===== src/rtl/hazard_ctrl.sv =====
// hazard_ctrl: forwarding select, load-use detection, long-op scoreboard,
// branch-over-stall priority, saturating stall counter and stall watchdog
// for the in-order 5-stage RV64 pipeline.
module hazard_ctrl #(
  parameter int REG_W     = 5,
  parameter int CNT_W     = 32,
  parameter int MAX_STALL = 64
) (
  input  logic                    clk,
  input  logic                    rst_n,
  input  logic [REG_W-1:0]        Rs1_D,
  input  logic [REG_W-1:0]        Rs2_D,
  input  logic                    Use_Rs1_D,
  input  logic                    Use_Rs2_D,
  input  logic [REG_W-1:0]        Rd_D,
  input  logic                    RegWrite_D,
  input  logic                    Long_D,
  input  logic [REG_W-1:0]        Rs1_E,
  input  logic [REG_W-1:0]        Rs2_E,
  input  logic [REG_W-1:0]        Rd_E,
  input  logic [1:0]              ResultSrc_E,
  input  logic                    PCSrc_E,
  input  logic                    LongIssue_E,
  input  logic                    LongBusy,
  input  logic                    LongDone,
  input  logic [REG_W-1:0]        LongRd,
  input  logic [REG_W-1:0]        Rd_M,
  input  logic                    RegWrite_M,
  input  logic [REG_W-1:0]        Rd_W,
  input  logic                    RegWrite_W,
  output logic [1:0]              ForwardA_E,
  output logic [1:0]              ForwardB_E,
  output logic                    Stall_F,
  output logic                    Stall_D,
  output logic                    Flush_D,
  output logic                    Flush_E,
  output logic [(1<<REG_W)-1:0]   Pending,
  output logic [CNT_W-1:0]        StallCount,
  output logic                    StallTimeout
);

  localparam int NREG = 1 << REG_W;
  localparam int WD_W = $clog2(MAX_STALL + 1);
  localparam logic [WD_W-1:0] WD_MAX  = WD_W'(MAX_STALL);
  localparam logic [WD_W-1:0] WD_TRIP = WD_W'(MAX_STALL - 1);

  logic [NREG-1:0]  r_pend;
  logic [NREG-1:0]  w_pend_next;
  logic [NREG-1:0]  w_pend_eff;
  logic [NREG-1:0]  w_done_vec;
  logic [NREG-1:0]  w_issue_vec;
  logic [CNT_W-1:0] r_stall_cnt;
  logic [WD_W-1:0]  r_consec;
  logic             r_timeout;
  logic             w_lw_stall;
  logic             w_sb_stall;
  logic             w_stall;

  // M has priority over W; x0 is hardwired and never forwarded
  function automatic logic [1:0] fwd_sel(input logic [REG_W-1:0] rs,
                                         input logic [REG_W-1:0] rd_m,
                                         input logic             we_m,
                                         input logic [REG_W-1:0] rd_w,
                                         input logic             we_w);
    if (rs != '0 && rs == rd_m && we_m)      return 2'b10;
    else if (rs != '0 && rs == rd_w && we_w) return 2'b01;
    else                                     return 2'b00;
  endfunction

  assign ForwardA_E = fwd_sel(Rs1_E, Rd_M, RegWrite_M, Rd_W, RegWrite_W);
  assign ForwardB_E = fwd_sel(Rs2_E, Rd_M, RegWrite_M, Rd_W, RegWrite_W);

  // one-hot decode of completing and issuing destinations; x0 never tracked
  always_comb begin
    w_done_vec  = '0;
    w_issue_vec = '0;
    if (LongDone)    w_done_vec[LongRd] = 1'b1;
    if (LongIssue_E) w_issue_vec[Rd_E]  = 1'b1;
    w_issue_vec[0] = 1'b0;
  end

  // write-first register file: a completing result is already readable
  assign w_pend_eff  = r_pend & ~w_done_vec;
  // issue beats completion on the same register
  assign w_pend_next = w_pend_eff | w_issue_vec;

  assign w_lw_stall = (ResultSrc_E == 2'b01) && (Rd_E != '0) &&
                      ((Use_Rs1_D && Rs1_D == Rd_E) || (Use_Rs2_D && Rs2_D == Rd_E));

  assign w_sb_stall = (Use_Rs1_D && w_pend_eff[Rs1_D]) ||
                      (Use_Rs2_D && w_pend_eff[Rs2_D]) ||
                      (RegWrite_D && Rd_D != '0 && w_pend_eff[Rd_D]) ||
                      (Long_D && (LongBusy || LongIssue_E));

  // a taken branch kills Decode, so never stall a wrong-path instruction
  assign w_stall = (w_lw_stall || w_sb_stall) && !PCSrc_E;

  assign Stall_F = w_stall;
  assign Stall_D = w_stall;
  assign Flush_D = PCSrc_E;
  assign Flush_E = w_stall || PCSrc_E;

  // scoreboard register
  always_ff @(posedge clk or negedge rst_n) begin
    if (!rst_n) r_pend <= '0;
    else        r_pend <= w_pend_next;
  end

  // saturating total stall-cycle counter
  always_ff @(posedge clk or negedge rst_n) begin
    if (!rst_n)                        r_stall_cnt <= '0;
    else if (w_stall && !(&r_stall_cnt)) r_stall_cnt <= r_stall_cnt + 1'b1;
  end

  // watchdog: consecutive-stall run length and sticky timeout flag
  always_ff @(posedge clk or negedge rst_n) begin
    if (!rst_n) begin
      r_consec  <= '0;
      r_timeout <= 1'b0;
    end else if (w_stall) begin
      if (r_consec != WD_MAX)  r_consec  <= r_consec + 1'b1;
      if (r_consec >= WD_TRIP) r_timeout <= 1'b1;
    end else begin
      r_consec <= '0;
    end
  end

  assign Pending      = r_pend;
  assign StallCount   = r_stall_cnt;
  assign StallTimeout = r_timeout;

endmodule


===== config.mk =====
export PLATFORM = sky130hd
export DESIGN_NAME = hazard_ctrl
export DESIGN_NICKNAME = d
export VERILOG_FILES = /design/src/rtl/hazard_ctrl.sv
export SDC_FILE = /design/constraint.sdc
export NUM_CORES = 1
export LEC_CHECK = 0
export CORE_MARGIN = 4
export CORE_UTILIZATION = 50
export DETAILED_ROUTE_END_ITERATION = 8
export PLACE_DENSITY = 0.87
export SKIP_CTS_REPAIR_TIMING = 1
export SLEW_MARGIN = 20
export SYNTH_ARGS = -nofsm -noshare
export SYNTH_HDL_FRONTEND = slang
export SYNTH_SLANG_ARGS = --single-unit

===== constraint.sdc =====
create_clock -name clk -period 4 [get_ports clk]
set_input_delay 0.6 -clock clk [delete_from_list [all_inputs] [get_ports clk]]
set_output_delay 0.6 -clock clk [all_outputs]
set_load 0.02 [all_outputs]

==> results.cfg <==
; synthesis and place-and-route metrics
[logic_synthesis]
synthSimpleGateAreaFrac_pct = 24.1
ys_seq_share_pct = 35.9
synth_top_area_share_pct = 35.9
synth-edff-count = 0

[sta]
maxSlewViolCount = 0
layout_setup_ws_ns = 0.0998
hold_violations = 0

[pwr]
comb_power_share_pct = 42.2
p_seq_share_pct = 37.7
swShare_pct = 37.7
total_power_uw = 2570
powerDensity_mw_per_mm2 = 359

[run_status]
status = finished, final reports clean

[global_route]
track_usage_pct = 30.9
grt_max_degree = 53
grt_pass1_vias = 5389
grt-busiest-layer = met2
grt_use_met3_pct = 7.70

[layout]
post-route-util_pct = 73.2
final-clk-cell-share_pct = 2.41
antennaDiodeCount = 0
final_nets = 783

[clock_network]
clockBufferDepth = 2
cts_root_buffer = clkbuf_8
cts_made_buffers = 9
htree_num_levels = 3

[routing]
first_iter_violations = 423
drt-met1-wl_mm = 6.92

[floorplanning]
initCoreUtil_pct = 51.4
taps = 133
num_rows = 36

[setup_path]
path_buffers = 6
critPathMostFrequentCell = buf_4

[placed_design]
detailed_place.area_mm2 = 0.00688
dpl_worst_slack_ns = -0.539
dp.cells = 840
run 1: worst paths after layout:
| kind | startpoint | end | slack (ns) | cells after the start |
|---|---|---|---|---|
| min in group clk | StallTimeout | StallTimeout | 0.48 | 1 |
| worst min-delay path | rst_n | Pending[26] | 0.20 | 1 |
| worst max register to register | Pending[7] | StallCount[1] | 1.08 | 10 |
| max in group asynchronous | rst_n | StallCount[9] | 2.76 | 2 |
| worst max-delay path | Rs1_D[0] | Stall_D | 0.1 | 12 |
| worst min register to register | StallTimeout | StallTimeout | 0.48 | 1 |
run 1: power by group through the flow:
stage          registers [uW]  clock network (uW)  logic (uW)
2_1_floorplan            1070                   0         381
3_3_place_gp              971                   0        1030
5_1_grt                   983                 560        1150
6_report                  968                 517        1080
3_5_place_dp              974                   0        1050
4_1_cts                   962                 528        1060
==> run_1/pdn.png <==
Scale: 3 px per um. Pins as bars on the die edge.
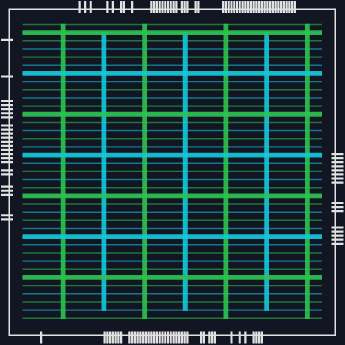
legend:
  green:
    net: VSS
  cyan:
    net: VDD
signal pins: 132
rows: 36
met5 straps: 7
met1 rails: 37
Die Y: 108 um
core region area: 0.00977 mm^2
peak supply drop: 0.386 mV

==> run_1/cell_classes.png <==
Scale: 2 px per um. Fill, decap, tap and diode cells in grey.
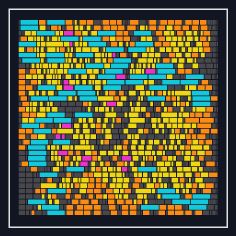
legend:
  yellow:
    class: all other logic
    cells: 436
  magenta:
    class: clock drivers and dummy loads
    cells: 16
  orange:
    class: other buffers and delay cells
    cells: 202
  cyan:
    class: flip-flops
    cells: 72

==> run_1/clock_map.png <==
Scale: 6 px per um.
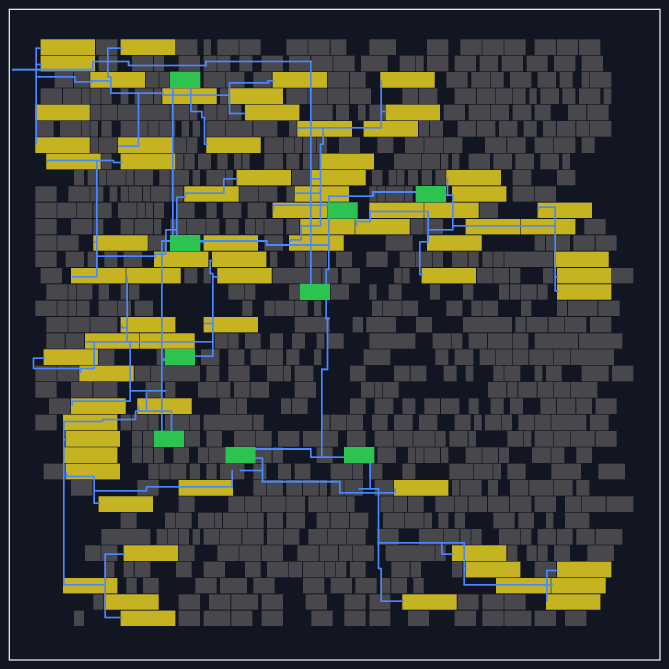
legend:
  blue:
    item: clock wires
    length: 932 um
  green:
    item: cells driving clock nets
    count: 9
  yellow:
    item: flip-flops
    count: 72
routed clock nets: 10
Latency at later pin: 0.35 ns
Clock power frac: 20.1%

Power is estimated from default activity; no workload was simulated.
